drive_strength.png
(2 px per um)
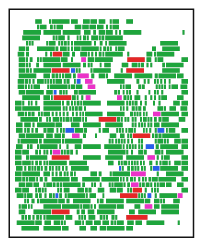
zoom.png
Window x 21 to 71, y 54 to 104 um. Cells in grey, sequential cells in the stronger grey; small squares are vias.
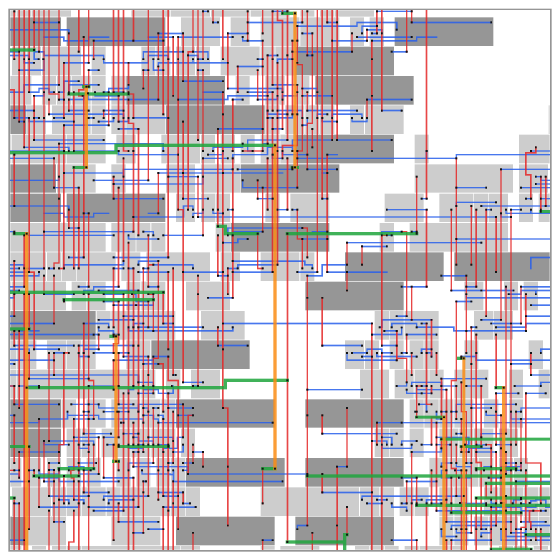
wire_density.png
(3 px per um) The die is cut into 18 by 23 equal tiles; dark purple is low, yellow is high, scaled to the fullest tile. Values are wire area over tile area, all layers added.
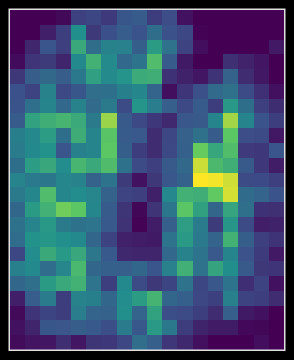
pdn.png
(4 px per um) Pins as bars on the die edge.
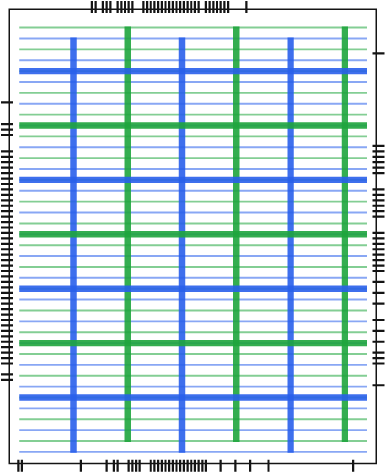
final_placement.png
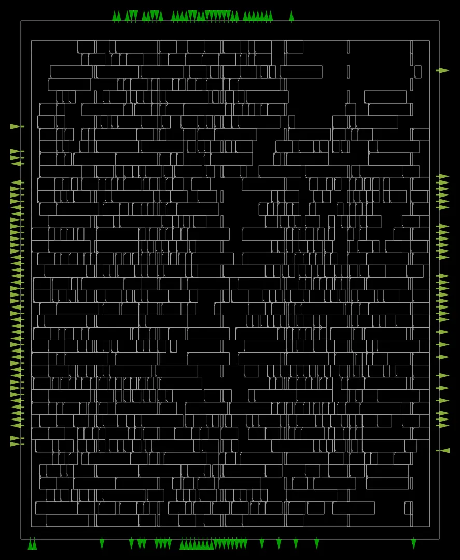
**src/rtl/if_stage.sv**
```systemverilog
// Instruction-fetch stage: owns the PC, fetches from a combinational IMEM and
// presents the word to decode through a valid/ready IF/ID register.
module if_stage #(
    parameter int unsigned          PC_WIDTH     = 10,
    parameter logic [PC_WIDTH-1:0]  RESET_PC     = '0,
    parameter bit                   HALT_ON_ZERO = 1'b1
) (
    input  logic                clk,
    input  logic                rst_n,
    output logic [PC_WIDTH-1:0] imem_pc,
    input  logic [31:0]         imem_inst,
    input  logic                redirect_valid,
    input  logic [PC_WIDTH-1:0] redirect_pc,
    output logic                id_valid,
    input  logic                id_ready,
    output logic [31:0]         id_inst,
    output logic [PC_WIDTH-1:0] id_pc,
    output logic [PC_WIDTH-1:0] id_pc_plus4,
    output logic                halted,
    output logic [31:0]         fetch_count
);

    typedef enum logic [1:0] {
        BOOT = 2'd0,
        RUN  = 2'd1,
        HALT = 2'd2
    } state_t;

    localparam logic [PC_WIDTH-1:0] PC_STEP  = PC_WIDTH'(4);
    localparam logic [PC_WIDTH-1:0] PC_ALIGN = ~PC_WIDTH'(3);

    state_t              state;
    logic [PC_WIDTH-1:0] pc_q;
    logic [PC_WIDTH-1:0] pc_next;
    logic [PC_WIDTH-1:0] redirect_aligned;
    logic                adv;
    logic                zero_word;

    assign imem_pc          = pc_q;
    assign pc_next          = pc_q + PC_STEP;
    assign redirect_aligned = redirect_pc & PC_ALIGN;
    assign adv              = !id_valid || id_ready;
    assign zero_word        = HALT_ON_ZERO && (imem_inst == '0);

    always_ff @(posedge clk or negedge rst_n) begin
        if (!rst_n) begin
            state       <= BOOT;
            pc_q        <= RESET_PC;
            id_valid    <= 1'b0;
            id_inst     <= '0;
            id_pc       <= '0;
            id_pc_plus4 <= '0;
            halted      <= 1'b0;
            fetch_count <= '0;
        end else begin
            // A handshake counts even when a redirect flushes on the same edge.
            if (id_valid && id_ready) begin
                fetch_count <= fetch_count + 32'd1;
            end

            case (state)
                BOOT: begin
                    if (redirect_valid) begin
                        pc_q <= redirect_aligned;
                    end
                    state <= RUN;
                end

                RUN: begin
                    if (redirect_valid) begin
                        pc_q     <= redirect_aligned;
                        id_valid <= 1'b0;
                    end else if (adv && zero_word) begin
                        // pc_q stays on the zero word so the halt address is visible.
                        id_valid <= 1'b0;
                        halted   <= 1'b1;
                        state    <= HALT;
                    end else if (adv) begin
                        id_inst     <= imem_inst;
                        id_pc       <= pc_q;
                        id_pc_plus4 <= pc_next;
                        id_valid    <= 1'b1;
                        pc_q        <= pc_next;
                    end
                end

                HALT: begin
                    id_valid <= 1'b0;
                    if (redirect_valid) begin
                        pc_q   <= redirect_aligned;
                        halted <= 1'b0;
                        state  <= RUN;
                    end
                end

                default: begin
                    state <= BOOT;
                end
            endcase
        end
    end

endmodule
```
**config.mk**
```make
export PLATFORM = sky130hd
export DESIGN_NAME = if_stage
export DESIGN_NICKNAME = d
export VERILOG_FILES = /design/src/rtl/if_stage.sv
export SDC_FILE = /design/constraint.sdc
export NUM_CORES = 1
export LEC_CHECK = 0
export ABC_AREA = 1
export CAP_MARGIN = 20
export CORE_ASPECT_RATIO = 1.25
export CORE_MARGIN = 2
export CORE_UTILIZATION = 50
export CTS_CLUSTER_DIAMETER = 30
export DETAILED_ROUTE_END_ITERATION = 7
export GPL_TIMING_DRIVEN = 1
export PLACE_DENSITY = 0.84
export SYNTH_ARGS = -nofsm -noshare
export SYNTH_HDL_FRONTEND = slang
export SYNTH_SLANG_ARGS = --single-unit
```
**constraint.sdc**
```tcl
create_clock -name clk -period 5.4 [get_ports clk]
set_clock_uncertainty 0.15 [all_clocks]
set_input_delay 1.08 -clock clk [delete_from_list [all_inputs] [get_ports clk]]
set_output_delay 1.08 -clock clk [all_outputs]
set_load 0.03 [all_outputs]
```
==> out/qor.yml <==
status: "finished clean"
worstPathArrival_ns: 3.25
edf_count: 0
hold_depth: 2
n_all_inverters: 61
ys_ff: 92
cts_setup_buffers: 0
ant_nets: 0
top_cell: "nand2_1"
yosys-top-cells-count: "219 x nand2_1, 92 x dfrtp_1, 60 x inv_1, 52 x nand3_1, 51 x nor2_1"
final_nets: 788
fin_crit_ns: 3.144
cts_buffers: 9
startpoint: "id_ready"
drtPass1Iterations: 5
critical_path_depth: 9
clk_share_pct: 4.715
r2r-start: "id_valid"
ys_cells: 606
netlist_instances: 606
whs_ns: 0.3298
cts_resized: 0
cp_max_fo: 71
dpl_worst_slack_ns: 1.913
setup_slack_ns: 2.256
io_buffer_count: 133
yosys_warnings: 0
fp_util_pct: 51.72
grt_overflow: 0
hold_buffers: 0
cts_tree: "built"
dpl.cell_count: 849
tns_ns: 0
worst-setup-path-type: "input port to flip-flop"
grt_pass1_vias: 4396
cp_slowest_stage_delay_ns: 0.60
largest_area_cell: "dfrtp_1"
design.die.area_sq_um: 10340
grtUsageMet1_pct: 28.46
drt-initial-drc-count: 186
wl_met1_mm: 4.639
clock_sinks: 92
xor_area_share_pct: 4.958
p_total_uw: 2125
syn2layout_area_growth_pct: 35.20
warnings: 30
grt_antenna_before_repair: 0
rows: 39
drv_slew: 0
reg2reg_depth: 9
nMultiInputCombCells: 438
htree_levels: 3
grt_use_met2_pct: 42.37
cp_top_family: "simple AND/OR/NAND/NOR gates"
setup_viol: 0
reg2reg_to: "id_pc_plus4[5]"
grtUsageMet3_pct: 7.257
period_used_pct: 58.22
dr_wl_met2_mm: 6.328
cp_cell_sequence: "clkdlybuf4s50_1 > nor2_2 > nor2_1 > nand2_1 > nor2_2 > nand2_4 > nand2_4 > nand2_1 > o21ai_1"
avgSynthCellArea_sq_um: 7.871
avgViaCountPerCell: 5.086
synthAoiAreaFrac_pct: 3.830
fmax_mhz: 318.1
cp-end-kind: "flip-flop"
crit_buf_inv: 1
grt_max_degree: 72
Notes on drive_strength.png above:
blue -> drive 2  # cells 10, share 1.3%
green -> drive 1 or less  # cells 706, share 95%, most used nand2_1
magenta -> drive 3 to 4  # cells 14, share 1.9%
red -> drive 6 and up  # cells 12, share 1.6%, most used clkbuf_16

Notes on zoom.png above:
green -> met3
orange -> met4
red -> met2
blue -> met1
netlist names of flops here include = id_inst (13), fetch_count (6), state (2)
sequential cells in the window = 25
most frequent = nand2_1 (73), dfrtp_1 (25), nor2_1 (22)
cells with their middle in the window = 219

Notes on wire_density.png above:
mean over tiles = 0.20
fullest tile = 0.64
densest ninth of the die = west
emptiest ninth of the die = north-east
tiles over half the peak = 16%
nearly empty tiles = 8.5%
routed length per instance: 14.17 um
total track usage: 24.59%
final wirelength: 12.26 mm
via count: 4399

Notes on pdn.png above:
green -> VDD
blue -> VSS
met5 straps = 7
signal pins = 142
rows = 39
die height: 113.2 um
Peak supply drop: 0.2585 mV
Die X: 91.36 um
core footprint: 9223 sq um

Notes on final_placement.png above:
seq_cells: 92
tap cell count: 123
Util after Layout: 69.92%

## cells in the final DEF (no fill, tap or decap), types with 2 or more instances in the layout
cell type,count
buf_4,3
clkbuf_16,9
clkbuf_8,2
clkdlybuf4s50_1,132
clkinv_2,2
conb_1,6
dfrtp_1,92
ha_1,5
inv_1,60
nand2_1,219
nand2_4,4
nand3_1,52
nand3b_1,3
nand4_1,9
nand4_2,2
nor2_1,51
nor2_2,2
nor2_4,4
nor3_1,11
o21ai_0,10
o21ai_1,24
xnor2_1,7
xor2_1,20
## where the power goes
| part | internal, uW | switching, uW | total (uW) |
|---|---|---|---|
| logic | 246 | 368 | 614 |
| clock network | 383 | 260 | 642 |
| registers | 780 | 88.4 | 868 |
Power figures rest on the tool's default switching activity, not on a simulated workload.
